File: src/rtl/uart_program_loader.sv
`timescale 1ns / 1ps
// Serial program loader: receives a framed byte stream (0x55, N, N data bytes, checksum) over
// 8N1 UART and writes it into program RAM. Optional inter-byte timeout: LOADER_TIMEOUT_EN.
module uart_program_loader #(
    parameter int unsigned CLOCK_FREQ     = 27000000,
    parameter int unsigned BAUD_RATE      = 9600,
    parameter int unsigned TIMEOUT_CYCLES = 2700000
) (
    input  logic       sys_clk,
    input  logic       sys_rst_n,
    input  logic       RX,
    output logic [3:0] ram_address,
    output logic [7:0] ram_data,
    output logic       ram_write_enable,
    output logic       cpu_hold,
    output logic       load_done,
    output logic       load_error
);
    localparam int unsigned DIV  = CLOCK_FREQ / BAUD_RATE;
    localparam int unsigned CntW = $clog2(DIV);
    localparam logic [CntW-1:0] BitEnd  = CntW'(DIV - 1);
    localparam logic [CntW-1:0] HalfEnd = CntW'(DIV / 2 - 1);

    typedef enum logic [2:0] {BitIdle, BitStart, BitData, BitStop, BitWait} bit_state_e;
    typedef enum logic [1:0] {StIdle, StCount, StData, StCheck} frame_state_e;

    logic            rx_meta_q, rx_sync_q, rx_prev_q;
    bit_state_e      bit_q, bit_d;
    logic [CntW-1:0] cnt_q, cnt_d;
    logic [2:0]      idx_q, idx_d;
    logic [7:0]      shift_q, shift_d;
    logic            byte_valid, frame_err, tmo_hit, abort;

    frame_state_e    state_q, state_d;
    logic [3:0]      addr_q, addr_d, ram_address_q, ram_address_d;
    logic [4:0]      rem_q, rem_d;
    logic [7:0]      sum_q, sum_d, ram_data_q, ram_data_d;
    logic            we_q, we_d, hold_q, hold_d, done_q, done_d, err_q, err_d;

    always_ff @(posedge sys_clk or negedge sys_rst_n) begin
        if (!sys_rst_n) begin
            rx_meta_q     <= 1'b1;
            rx_sync_q     <= 1'b1;
            rx_prev_q     <= 1'b1;
            bit_q         <= BitIdle;
            cnt_q         <= '0;
            idx_q         <= '0;
            shift_q       <= '0;
            state_q       <= StIdle;
            addr_q        <= '0;
            rem_q         <= '0;
            sum_q         <= '0;
            ram_address_q <= '0;
            ram_data_q    <= '0;
            we_q          <= 1'b0;
            hold_q        <= 1'b0;
            done_q        <= 1'b0;
            err_q         <= 1'b0;
        end else begin
            rx_meta_q     <= RX;
            rx_sync_q     <= rx_meta_q;
            rx_prev_q     <= rx_sync_q;
            bit_q         <= bit_d;
            cnt_q         <= cnt_d;
            idx_q         <= idx_d;
            shift_q       <= shift_d;
            state_q       <= state_d;
            addr_q        <= addr_d;
            rem_q         <= rem_d;
            sum_q         <= sum_d;
            ram_address_q <= ram_address_d;
            ram_data_q    <= ram_data_d;
            we_q          <= we_d;
            hold_q        <= hold_d;
            done_q        <= done_d;
            err_q         <= err_d;
        end
    end

    // Bit engine: byte_valid / frame_err fire in the stop-bit sample cycle.
    always_comb begin
        bit_d      = bit_q;
        cnt_d      = cnt_q + CntW'(1);
        idx_d      = idx_q;
        shift_d    = shift_q;
        byte_valid = 1'b0;
        frame_err  = 1'b0;
        unique case (bit_q)
            BitIdle: begin
                cnt_d = '0;
                if (rx_prev_q && !rx_sync_q) bit_d = BitStart;
            end
            BitStart: begin
                if (cnt_q == HalfEnd) begin
                    cnt_d = '0;
                    idx_d = '0;
                    bit_d = rx_sync_q ? BitIdle : BitData;
                end
            end
            BitData: begin
                if (cnt_q == BitEnd) begin
                    cnt_d   = '0;
                    shift_d = {rx_sync_q, shift_q[7:1]};
                    idx_d   = idx_q + 3'd1;
                    if (idx_q == 3'd7) bit_d = BitStop;
                end
            end
            BitStop: begin
                if (cnt_q == BitEnd) begin
                    cnt_d = '0;
                    if (rx_sync_q) begin
                        byte_valid = 1'b1;
                        bit_d      = BitIdle;
                    end else begin
                        frame_err = 1'b1;
                        bit_d     = BitWait;
                    end
                end
            end
            BitWait: begin
                cnt_d = '0;
                if (rx_sync_q) bit_d = BitIdle;
            end
            default: bit_d = BitIdle;
        endcase
    end

`ifdef LOADER_TIMEOUT_EN
    logic [31:0] tmo_q, tmo_d;

    assign tmo_hit = (state_q != StIdle) && (tmo_q == TIMEOUT_CYCLES - 1);
    assign tmo_d   = (state_q == StIdle || byte_valid) ? '0 : tmo_q + 32'd1;

    always_ff @(posedge sys_clk or negedge sys_rst_n) begin
        if (!sys_rst_n) tmo_q <= '0;
        else            tmo_q <= tmo_d;
    end
`else
    assign tmo_hit = 1'b0;
`endif

    always_comb begin
        state_d       = state_q;
        addr_d        = addr_q;
        rem_d         = rem_q;
        sum_d         = sum_q;
        ram_address_d = ram_address_q;
        ram_data_d    = ram_data_q;
        we_d          = 1'b0;
        done_d        = 1'b0;
        hold_d        = hold_q;
        err_d         = err_q;
        abort         = 1'b0;
        if (byte_valid) begin
            unique case (state_q)
                StIdle: begin
                    if (shift_q == 8'h55) begin
                        state_d       = StCount;
                        hold_d        = 1'b1;
                        err_d         = 1'b0;
                        addr_d        = '0;
                        ram_address_d = '0;
                        sum_d         = '0;
                    end
                end
                StCount: begin
                    if (shift_q != 8'd0 && shift_q <= 8'd16) begin
                        rem_d   = shift_q[4:0];
                        state_d = StData;
                    end else begin
                        abort = 1'b1;
                    end
                end
                StData: begin
                    ram_data_d    = shift_q;
                    ram_address_d = addr_q;
                    we_d          = 1'b1;
                    // Internal pointer may wrap after byte 16; the output address never does.
                    addr_d        = addr_q + 4'd1;
                    sum_d         = sum_q + shift_q;
                    rem_d         = rem_q - 5'd1;
                    if (rem_q == 5'd1) state_d = StCheck;
                end
                StCheck: begin
                    if (shift_q == sum_q) begin
                        done_d  = 1'b1;
                        hold_d  = 1'b0;
                        state_d = StIdle;
                    end else begin
                        abort = 1'b1;
                    end
                end
                default: state_d = StIdle;
            endcase
        end
        if ((frame_err || tmo_hit) && state_q != StIdle) abort = 1'b1;
        if (abort) begin
            state_d = StIdle;
            hold_d  = 1'b0;
            err_d   = 1'b1;
        end
    end

    assign ram_address      = ram_address_q;
    assign ram_data         = ram_data_q;
    assign ram_write_enable = we_q;
    assign cpu_hold         = hold_q;
    assign load_done        = done_q;
    assign load_error       = err_q;
endmodule
File: config.mk
export PLATFORM = sky130hd
export DESIGN_NAME = uart_program_loader
export DESIGN_NICKNAME = d
export VERILOG_FILES = /design/src/rtl/uart_program_loader.sv
export SDC_FILE = /design/constraint.sdc
export NUM_CORES = 1
export LEC_CHECK = 0
export CORE_ASPECT_RATIO = 0.9
export CORE_MARGIN = 3
export CORE_UTILIZATION = 55
export CTS_CLUSTER_SIZE = 28
export DETAILED_ROUTE_END_ITERATION = 8
export PLACE_DENSITY = 0.73
export SKIP_CTS_REPAIR_TIMING = 1
export SLEW_MARGIN = 40
export SYNTH_ARGS = -nofsm -noshare
export SYNTH_HDL_FRONTEND = slang
export SYNTH_SLANG_ARGS = --single-unit
File: constraint.sdc
create_clock -name sys_clk -period 2.33 [get_ports sys_clk]
set_input_delay 0.233 -clock sys_clk [delete_from_list [all_inputs] [get_ports sys_clk]]
set_output_delay 0.233 -clock sys_clk [all_outputs]
set_load 0.05 [all_outputs]
Fig. 1: routed clock nets over the placement
The bar under the picture is 20 um long.
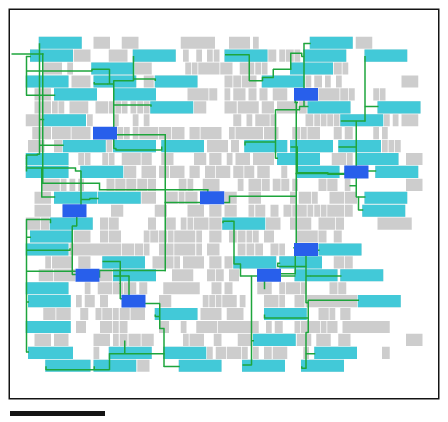
Key: cyan = flip-flops [count 64]; green = clock wires [length 799 um]; blue = clock-net drivers [count 9]
Position of the flops: all over the die. There are 10 routed clock nets.
Latency at later pin: 0.34 ns
Clock power frac: 40.0%
final clock skew: 0.00925 ns
Clock net power: 1.02 mW

Fig. 2: I/O pins on the die edge
Pins as bars across the die edge, other pins in gray.
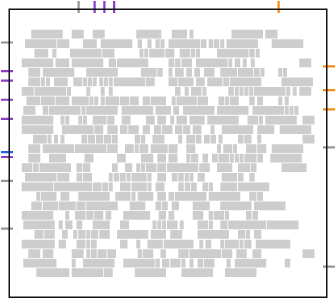
Key: orange = ram_address [pins 4, direction output, edge 3 right, 1 top]; blue = cpu_hold [pins 1, direction output, edge left]; purple = ram_data [pins 8, direction output, edge 5 left, 3 top]
All pins by edge: 9 left, 5 right, 5 top.

Fig. 3: wiring by layer
The bar under the picture is 20 um long.
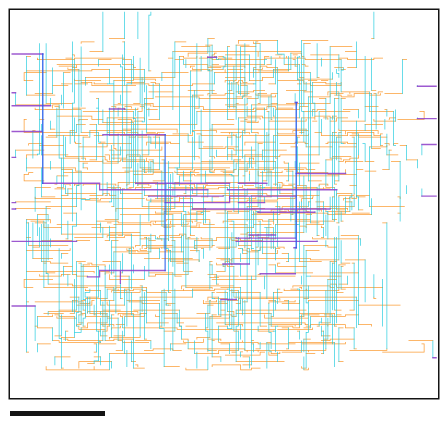
Key: cyan = M2 [wire length 3,310 um]; blue = M4 [wire length 86.4 um]; purple = M3 [wire length 333 um]; orange = M1 [wire length 3,750 um]
via count: 2,720
DR WL/cell: 15.2 um
GRT Resource Usage Total: 22.6%

Fig. 4: where the registers sit
Other sequential cells in the stronger gray, the rest of the logic in the fainter gray.
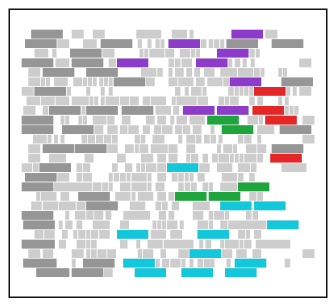
Key: cyan = cnt_q [flops 12]; red = addr_q [flops 4]; purple = sum_q [flops 8]; green = rem_q [flops 5]
Another 35 sequential cells are not colored.
FF+latch area: 1610 um^2
final core occ: 69.6%
P_seq: 1.29 mW
fraction of area in registers: 39.0%

==> summary.txt <==
status = complete, no violations
met1 Use GR = 32.9%
Top-area cell share = 43.6%
Net Switching = 668 uW
Yosys top cell by instances = nand2_1
critical path type = reg -> reg
Critical Path Source Type = register
DRC violations left = 0
syn nets = 386
Clock buf/inv share = 5.13%
R2R setup slack = 0.15 ns
initial antenna violation count = 0
M1 wire length = 3.75 mm
site row count = 26
Int Power = 1.89 mW
chip area in the Yosys report = 3500 um^2
logic share of the area = 43.5%
Cell Chain, Critical Path = ha_1 > nand4b_4 > or2_2 > nor3_1 > nand2b_1 > a22oi_1 > nand2_1
core area = 5920 um^2
Diodes inserted = 0
synthesized instance count = 363
Hold Path Cell Cnt = 1
root buf cell = clkbuf_8
Clock Buffer Count = 10
Slew HR = 51.8%
largest register by flop count = cnt_q
number of cells in Yosys stat = 363
Syn. warnings = 0
fin crit period = 2.18 ns
largest class = logic gates
setup TNS = 0 ns
Worst EP arrival = 2.41 ns
antenna-violating nets left = 0
slowest stage delay, CP = 0.40 ns
Crit. path cell count = 7
Reg-to-Reg End = rem_q[2]$_DFFE_PN0P_
OpenROAD warnings = 32
Power and IR drop assume default switching activity.
